$ cat src/rtl/alu_serial_sequencer.sv
// Bit-serial sequencer that drives a 1-bit alu1 slice LSB first, threading the
// slice carry between bits and assembling a WIDTH-bit result.
//
// state | meaning
// IDLE  | waiting for a request; req_ready high
// RUN   | one operand bit per clock pushed through the slice
// DONE  | result held on the response port until rsp_ready
module alu_serial_sequencer #(
  parameter int WIDTH = 4
) (
  input  logic             clk,
  input  logic             rst_n,
  input  logic             req_valid,
  output logic             req_ready,
  input  logic [WIDTH-1:0] req_a,
  input  logic [WIDTH-1:0] req_b,
  input  logic [2:0]       req_select,
  input  logic             req_carry_in,
  output logic             rsp_valid,
  input  logic             rsp_ready,
  output logic [WIDTH-1:0] rsp_result,
  output logic             rsp_carry_out,
  output logic             alu_a,
  output logic             alu_b,
  output logic             alu_carry_in,
  output logic [2:0]       alu_select,
  input  logic             alu_out,
  input  logic             alu_carry_out
);

  localparam int IDX_W = $clog2(WIDTH);
  localparam logic [IDX_W-1:0] LAST_IDX = IDX_W'(WIDTH - 1);

  typedef enum logic [1:0] {
    IDLE = 2'd0,
    RUN  = 2'd1,
    DONE = 2'd2
  } state_t;

  state_t           state;
  state_t           state_nxt;
  logic [WIDTH-1:0] a_sh;
  logic [WIDTH-1:0] b_sh;
  logic [WIDTH-1:0] res_sh;
  logic [2:0]       sel_r;
  logic             carry_r;
  logic [IDX_W-1:0] idx;

  always_ff @(posedge clk) begin
    if (!rst_n) state <= IDLE;
    else        state <= state_nxt;
  end

  always_comb begin
    state_nxt = state;
    case (state)
      IDLE:    if (req_valid) state_nxt = RUN;
      RUN:     if (idx == LAST_IDX) state_nxt = DONE;
      DONE:    if (rsp_ready) state_nxt = IDLE;
      default: state_nxt = IDLE;
    endcase
  end

  // Result bits enter at the MSB so bit 0 lands at res_sh[0] after WIDTH shifts.
  always_ff @(posedge clk) begin
    if (!rst_n) begin
      a_sh    <= '0;
      b_sh    <= '0;
      res_sh  <= '0;
      sel_r   <= '0;
      carry_r <= 1'b0;
      idx     <= '0;
    end else begin
      case (state)
        IDLE: begin
          if (req_valid) begin
            a_sh    <= req_a;
            b_sh    <= req_b;
            sel_r   <= req_select;
            carry_r <= req_carry_in;
            res_sh  <= '0;
            idx     <= '0;
          end
        end
        RUN: begin
          res_sh  <= {alu_out, res_sh[WIDTH-1:1]};
          carry_r <= alu_carry_out;
          a_sh    <= a_sh >> 1;
          b_sh    <= b_sh >> 1;
          idx     <= idx + 1'b1;
        end
        default: ;
      endcase
    end
  end

  always_comb begin
    req_ready     = rst_n && (state == IDLE);
    rsp_valid     = (state == DONE);
    rsp_result    = (state == DONE) ? res_sh : '0;
    rsp_carry_out = (state == DONE) ? carry_r : 1'b0;
    alu_a         = (state == RUN) ? a_sh[0] : 1'b0;
    alu_b         = (state == RUN) ? b_sh[0] : 1'b0;
    alu_carry_in  = (state == RUN) ? carry_r : 1'b0;
    alu_select    = sel_r;
  end

endmodule

$ cat config.mk
export PLATFORM = sky130hd
export DESIGN_NAME = alu_serial_sequencer
export DESIGN_NICKNAME = d
export VERILOG_FILES = /design/src/rtl/alu_serial_sequencer.sv
export SDC_FILE = /design/constraint.sdc
export NUM_CORES = 1
export LEC_CHECK = 0
export CAP_MARGIN = 25
export CORE_MARGIN = 4
export CORE_UTILIZATION = 53
export DETAILED_ROUTE_END_ITERATION = 8
export DONT_BUFFER_PORTS = 1
export PLACE_DENSITY = 0.71
export SLEW_MARGIN = 20
export SYNTH_ARGS = -nofsm -noshare
export SYNTH_HDL_FRONTEND = slang
export SYNTH_SLANG_ARGS = --single-unit
$ cat constraint.sdc
create_clock -name clk -period 1 [get_ports clk]
set_input_delay 0.2 -clock clk [delete_from_list [all_inputs] [get_ports clk]]
set_output_delay 0.2 -clock clk [all_outputs]
set_load 0.005 [all_outputs]
==> results.yml, run 1 <==
# physical design summary
finish:
  lay_top_count: "dfxtp_1"
  fin_area_mm2: 0.00129
  final-clk-cell-share_pct: 4.08
  fin_nets: 144
  syn_to_final_growth_pct: 40.3
final_timing:
  finalSetupViolations: 29
  setup_ws_ns: -0.307
  finalSetupTns_ns: -6.12
  rsz0062_at_grt: "yes"
power_and_ir_drop:
  max-vdd-ir-drop_mv: 0.937
  pg_comb_w: 0.000259
  p_clk_w: 0.000675
floorplan:
  initCoreUtil_pct: 58.3
status:
  status: "finished with violations"
  violations: "negative setup slack"
cts:
  hold_buffers: 0
  cts_tree: "built"
  cts_sinks: 20
critical_path:
  r2r-end: "res_sh[3]$_SDFFE_PN0P_"
  rrSetupSlack_ns: -0.25
yosys:
  area_leaders: "dfxtp_1 44%, mux2i_1 8.7%, o211ai_1 5.7%, and2_1 5.4%, o21ai_1 4.9%"
  synthFlopType: "dfxtp_1"
placement:
  place.port_buffers: 0
routing:
  drtIter0Drc: 8
grt:
  top_usage_layer: "met2"
==> run 1: worst max path at each step <==
stage                            to  depth (start not counted)
2_1_floorplan                 alu_a                          3
3_3_place_gp   carry_r$_SDFFE_PN0P_                          3
3_5_place_dp   a_sh[0]$_SDFFE_PN0P_                          3
4_1_cts                       alu_a                          2
5_1_grt                alu_carry_in                          2
6_report               alu_carry_in                          2
==> run 1: per-stage QoR <==
step	util, %	cells
6_report	81.7	140
2_1_floorplan	-	101
5_1_grt	81.7	140
4_1_cts	73.3	132
3_5_place_dp	63.0	122
3_3_place_gp	63.0	122
==> run 1: metal layers <==
| layer | share of wire, % | routed length, µm | vias to the layer above |
|---|---|---|---|
| met5 | 0 | 0 | - |
| met3 | 5.3 | 123 | 3 |
| met4 | 0.65 | 15 | 0 |
| met1 | 44 | 1010 | 382 |
| li1 | - | - | 403 |
| met2 | 50 | 1160 | 23 |
==> run 1: cells in the mapped netlist (3+ instances only) <==
library cell and count:
o211ai_1 7, o22ai_1 3, o21ai_1 9, mux2i_1 8, o21ai_0 6, nand2_1 8, and2_1 8, dfxtp_1 20
nand3_1 5, buf_2 5
==> run 1: worst register-to-register path, cell delays in order (launching register included) <==
cell     delay (ns)
dfxtp_4        0.40
and2b_2        0.26
buf_4          0.14
buf_6          0.11
buf_4          0.12
nand3_1        0.06
o21ai_1        0.06
==> run 1: logic make-up (layout without fill, tap and decap cells) <==
kind of cell,count (synthesis),after routing,synth area share [%]
AND/OR/NAND/NOR,34,34,22.2
multiplexers,8,8,8.72
AND-OR/OR-AND,29,29,18.9
buffers and inverters,9,32,5.18
flip-flops,20,20,43.6
adder cells (fa/ha/maj),1,1,1.36
==> run 1: flip-flops by register name (all words and copies together) (netlist names) <==
name	flops
state	2
b_sh	4
a_sh	4
carry_r	1
idx	2
alu_select	3
res_sh	4
### Wire density map, run 1

The die is cut into 10 by 10 equal tiles; black is low, pale yellow is high, scaled to the fullest tile. Values are wire area over tile area, all layers added.
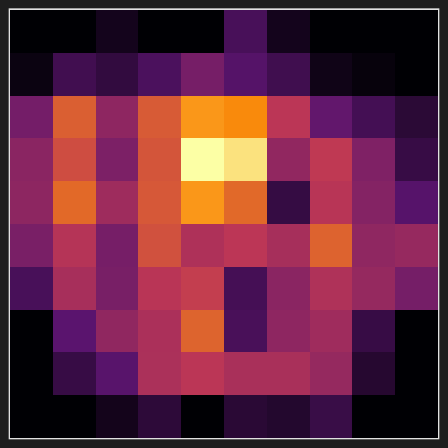
emptiest ninth of the die: north-east
densest ninth of the die: center
nearly empty tiles: 18%
vias: 811
final WL: 2300 µm

### Cells colored by class, run 1

Bar = 10 µm. Fill, decap, tap and diode cells in gray.
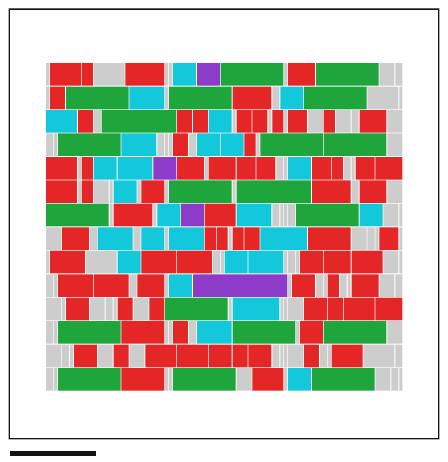
[other buffers and delay cells] cyan | cells: 26
[combinational and other logic] red | cells: 74
[clock drivers and dummy loads] purple | cells: 4
[flops] green | cells: 20
num rows: 14
Post-Route Utilization: 81.7%

### The metal 1 layer, run 1

Supply wires on this layer in gray.
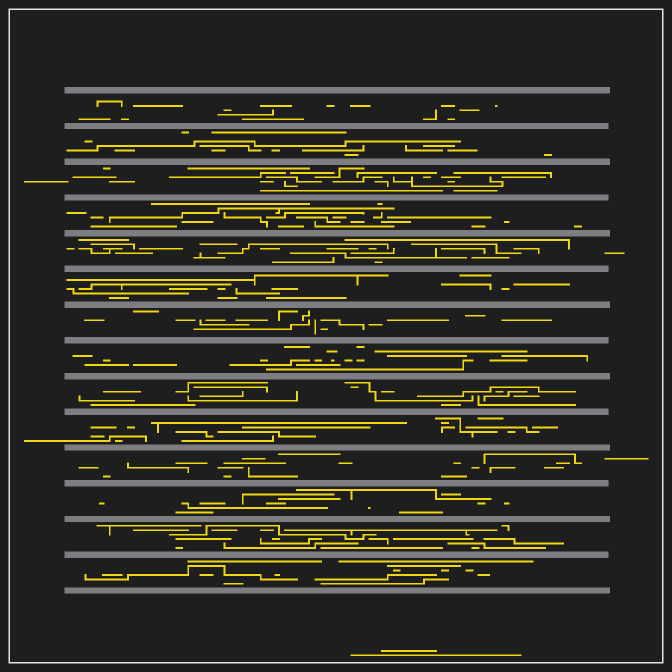
main direction: horizontal
longest straight run: 19.3 µm
nets with wire on the layer: 125
share of all routed wire: 44%
wire length on this layer: 1,010 µm

### Cell placement, run 1

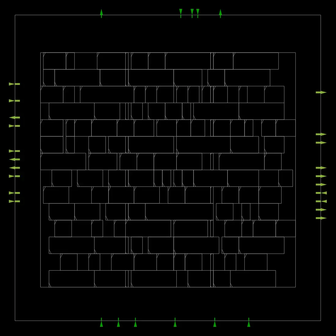
total core area: 0.00158 mm²
Tapcells: 16
Flops: 20

==> inputs of run 2 (changes only) <==
==> constraint.sdc (replaced) <==
create_clock -name clk -period 1 [get_ports clk]
set_input_delay 0.25 -clock clk [delete_from_list [all_inputs] [get_ports clk]]
set_output_delay 0.25 -clock clk [all_outputs]
set_load 0.005 [all_outputs]
### Cell placement, run 2

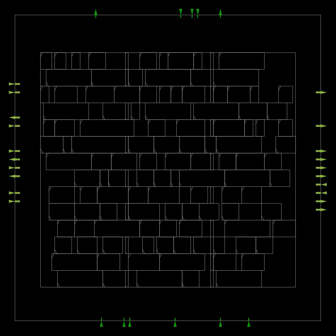
Finished Layout Cells: 132
fraction of area in registers: 33.1%
Post-Route Utilization: 78.1%
filler cell count: 115

==> run 2 against run 1 <==
Net effect:
- the flow still finishes with violations (negative setup slack)
- die size unchanged
- count of clock-buffer cells in the layout increased by 1
- total power decreased by 12%
- final area decreased by 4.5%
- area after synthesis unchanged
- largest cell class unchanged
- highest routed layer unchanged
==> results.yml, run 2 <==
# physical design summary
floorplan:
  core_area_mm2: 0.00158
  die_h_um: 49.6
  initCoreUtil_pct: 58.3
routing:
  top_layer: "met4"
  drtIter0Drc: 9
  dr_wl_met3_um: 132
  wl_um: 2060
  wl_met2_um: 998
  wl_met1_um: 901
  vias: 786
yosys:
  synthFlopType: "dfxtp_1"
  yosys_warnings: 0
  area_leaders: "dfxtp_1 44%, mux2i_1 8.7%, o211ai_1 5.7%, and2_1 5.4%, o21ai_1 4.9%"
  top_cell: "dfxtp_1"
  ys_top_cells_by_count: "20 x dfxtp_1, 9 x o21ai_1, 8 x and2_1, 8 x mux2i_1, 8 x nand2_1"
  synth_cell_type_count: 25
  synth_top_cell_by_area: "dfxtp_1"
  syn_nets: 120
placement:
  place.port_buffers: 0
  placed_cells: 122
  gp_congestion: 0.748
finish:
  most-common-layout-cells: "18 x dfxtp_1, 11 x buf_4, 9 x o21ai_2"
  syn_to_final_growth_pct: 34.1
  lay_top_count: "dfxtp_1"
  fin_area_mm2: 0.00123
  fin_nets: 136
  reg_top3: "a_sh: 4 flops, b_sh: 4 flops, res_sh: 4 flops"
critical_path:
  r2r-end: "state[1]$_SDFFE_PN0P_"
  crit_fanout: 4
  rrSetupSlack_ns: -0.20
grt:
  top_usage_layer: "met2"
  grt-ovfl-total: 0
final_timing:
  finalSetupTns_ns: -4.80
  tightest_slew_ns: 0.187
  rsz0062_at_grt: "yes"
  min_period_ns: 1.33
  setup_ws_ns: -0.332
  finalSetupViolations: 26
power_and_ir_drop:
  max-vdd-ir-drop_mv: 0.865
cts:
  cts_sinks: 20
  cts_tree: "built"
status:
  status: "finished with violations"
  violations: "negative setup slack"
## run 2: cell counts after synthesis
Identical to the previous run, type by type.
## run 2: cell families after synthesis
logic type / Yosys count / share of synthesized area, %
buffers and inverters: 9 / 5.18
adder cells (fa/ha/maj): 1 / 1.36
multiplexers: 8 / 8.72
flip-flops: 20 / 43.6
AND-OR/OR-AND: 29 / 18.9
AND/OR/NAND/NOR: 34 / 22.2
## run 2: cell type report
type / count / share of cell area (%)
inverter: 2 / 0.610
tap: 16 / 1.63
sequential: 20 / 33.1
clock buffer: 4 / 2.95
multi-input combinational: 72 / 48.3
timing repair buffer: 18 / 13.4
## run 2: critical path: cells and delay by family (launching register included)
family / cells / cell delay (ns)
simple gates: 2 / 0.41
flops: 1 / 0.37
## run 2: power breakdown
part           leakage (nW)  internal (W)  switching (W)
Sequential            0.165      0.000837      0.0000323
Clock                0.0210      0.000222       0.000250
Combinational         0.284      0.000138       0.000113
## run 2: how the worst max path moves through the flow
| stage | from | to | slack (ns) | depth (start not counted) |
|---|---|---|---|---|
| final | state[1]$_SDFFE_PN0P_ | alu_a | -0.33 | 2 |
| after global routing | state[1]$_SDFFE_PN0P_ | rsp_result[0] | -0.39 | 2 |
| after CTS | state[1]$_SDFFE_PN0P_ | alu_a | -0.32 | 2 |
| after detailed placement | state[0]$_SDFFE_PN0P_ | alu_a | -0.15 | 2 |
| after global placement | state[0]$_SDFFE_PN0P_ | alu_a | -0.11 | 2 |
| after floorplan | state[0]$_SDFFE_PN0P_ | alu_a | -0.02 | 3 |
## run 2: repair_timing
action | CTS | global route
pin swaps | 9 | 5
hold buffers | 0 | 0
endpoints found under the setup margin | 30 | 30
gates resized | 23 | 20
buffers inserted | 5 | 1
hold endpoints to repair | 0 | 0
==> inputs of run 3 (changes only) <==
- CORE_UTILIZATION: 53 -> 60
- PLACE_DENSITY: 0.71 -> 0.76
- REMOVE_ABC_BUFFERS: default -> 1
- clock period: 1 -> 1.6 ns (I/O delays scaled with it)
### Cell placement, run 3

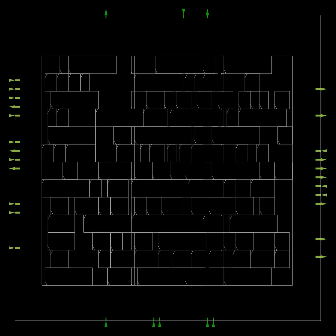
Post-Route Utilization: 74.5%
Tapcells: 15
Finished Layout Cells: 119
fraction of area in registers: 40.0%

==> run 3 against run 2 <==
Net effect:
- the run now ends clean
- sequential share of layout area increased by 6.9 points
- final area decreased by 17%
- cell count decreased by 9.8%
- area after synthesis unchanged
- die size decreased by 9.8%
- non-clock buffer count decreased by 12
- worst hold slack improved by 0.18 ns
- core utilization decreased by 3.6 points
- register-to-register slack improved by 0.63 ns
- first-iteration DRC count unchanged
- critical path depth unchanged
- critical path type unchanged
- critical endpoint is now alu_carry_in
- highest routed layer unchanged
==> results.yml, run 3 <==
# physical design summary
finish:
  most-common-layout-cells: "18 x dfxtp_1, 9 x o21ai_1, 8 x and2_1, 8 x nand2_1, 8 x mux2i_1"
  reg_top3: "a_sh: 4 flops, b_sh: 4 flops, res_sh: 4 flops"
  fin_area_mm2: 0.00102
  num-fill-cells: 121
power_and_ir_drop:
  max-vdd-ir-drop_mv: 0.920
  power_frac_clock_pct: 39.4
  p_comb_share_pct: 8.4
  pwr-share-seq_pct: 52.1
routing:
  dr_wl_met3_um: 152
cts:
  cts_tree: "built"
final_timing:
  min_period_ns: 1.52
  finalSetupViolations: 0
  rsz0062_at_grt: "no"
yosys:
  top_cell: "dfxtp_1"
  ys_top_cells_by_count: "20 x dfxtp_1, 9 x o21ai_1, 8 x and2_1, 8 x mux2i_1, 8 x nand2_1"
status:
  status: "finished clean"
grt:
  top_usage_layer: "met2"
  grt-ovfl-total: 0
placement:
  gp_congestion: 0.753
  place.port_buffers: 0
critical_path:
  critical_path_buf_inv_count: 0
floorplan:
  core_area_mm2: 0.00137
-- run 3: cell counts after synthesis --
No cell type changed its count.
-- run 3: cells by family after synthesis --
group	synth area share (%)
buf+inv	5.18
simple gates	22.2
mux	8.72
compound gates	18.9
flops	43.6
fa+ha+maj	1.36
-- run 3: worst paths after layout --
check | slack [ns] | depth (start not counted) | endpoint
setup reg to reg | 0.43 | 4 | b_sh[2]$_SDFFE_PN0P_
hold reg to reg | 0.47 | 1 | idx[0]$_SDFFE_PN0P_
hold / removal | 0.23 | 2 | alu_select[2]$_SDFFE_PN0P_
setup / recovery | 0.08 | 2 | alu_carry_in
-- run 3: power by group through the flow --
stage	Combinational (W)	Sequential, W	Clock [W]
floorplan	0.0000629	0.000555	0
global placement	0.0000828	0.000554	0
detailed placement	0.0000843	0.000555	0
CTS	0.0000853	0.000545	0.000416
global route	0.0000998	0.000547	0.000446
finish	0.0000879	0.000543	0.000411
-- run 3: layout make-up --
cell class	count	area, µm²	share of cell area (%)
multi-input cells	72	487	47.8
flip-flops and latches	20	408	40.0
repair buffers	6	45.0	4.42
clock inverters	1	30.0	2.95
clock buffers	3	22.5	2.21
well taps	15	18.8	1.84
inverters	2	7.51	0.737
-- run 3: stage by stage --
| step | setup slack, ns | std cells | hold slack [ns] | power [W] |
|---|---|---|---|---|
| finish | 0.0760 | 119 | 0.225 | 0.00104 |
| global route | 0.0215 | 119 | 0.208 | 0.00109 |
| CTS | 0.00885 | 118 | 0.222 | 0.00105 |
| detailed placement | 0.238 | 114 | 0.458 | 0.000640 |
| global placement | 0.262 | 114 | 0.442 | 0.000637 |
| floorplan | 0.103 | 94 | 0.428 | 0.000618 |

==> gallery <==
Wiring by layer.
picture 1
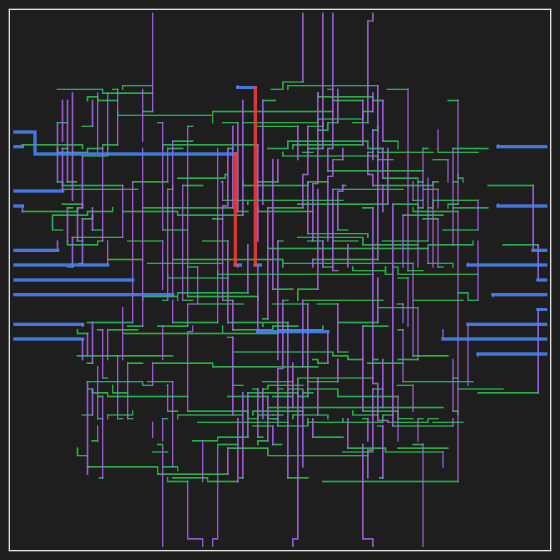
picture 2
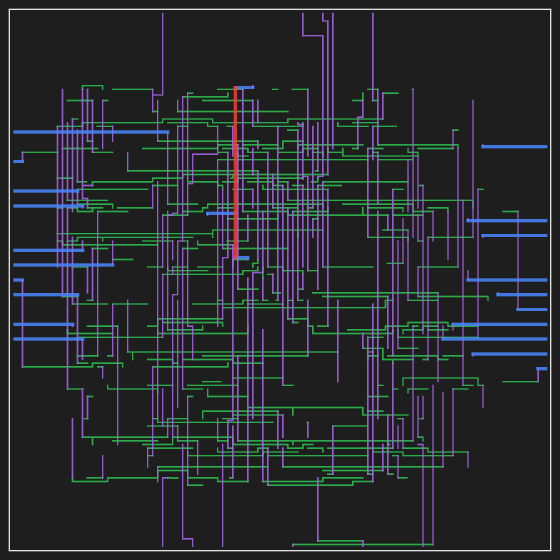
picture 3
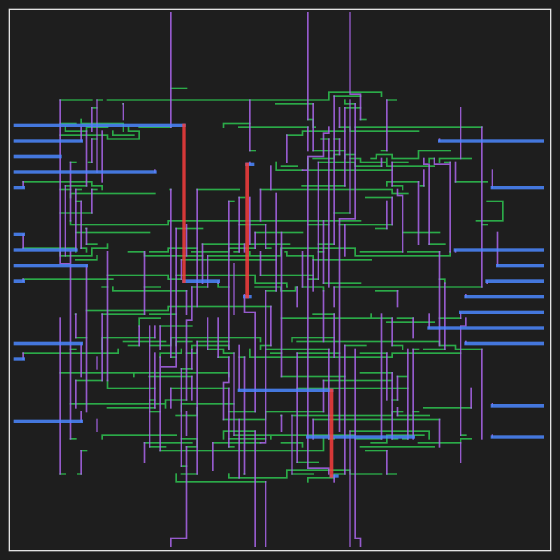
Picture 3 is run 3.
Picture 2 is run 1.
Picture 1 is run 2.

Key to picture 1:
[metal 2] purple | wire length: 998 µm
[metal 3] blue | wire length: 133 µm
[metal 1] green | wire length: 901 µm
[metal 4] red | wire length: 26.5 µm

No activity file was given, so power comes from the tool's default toggle rates.
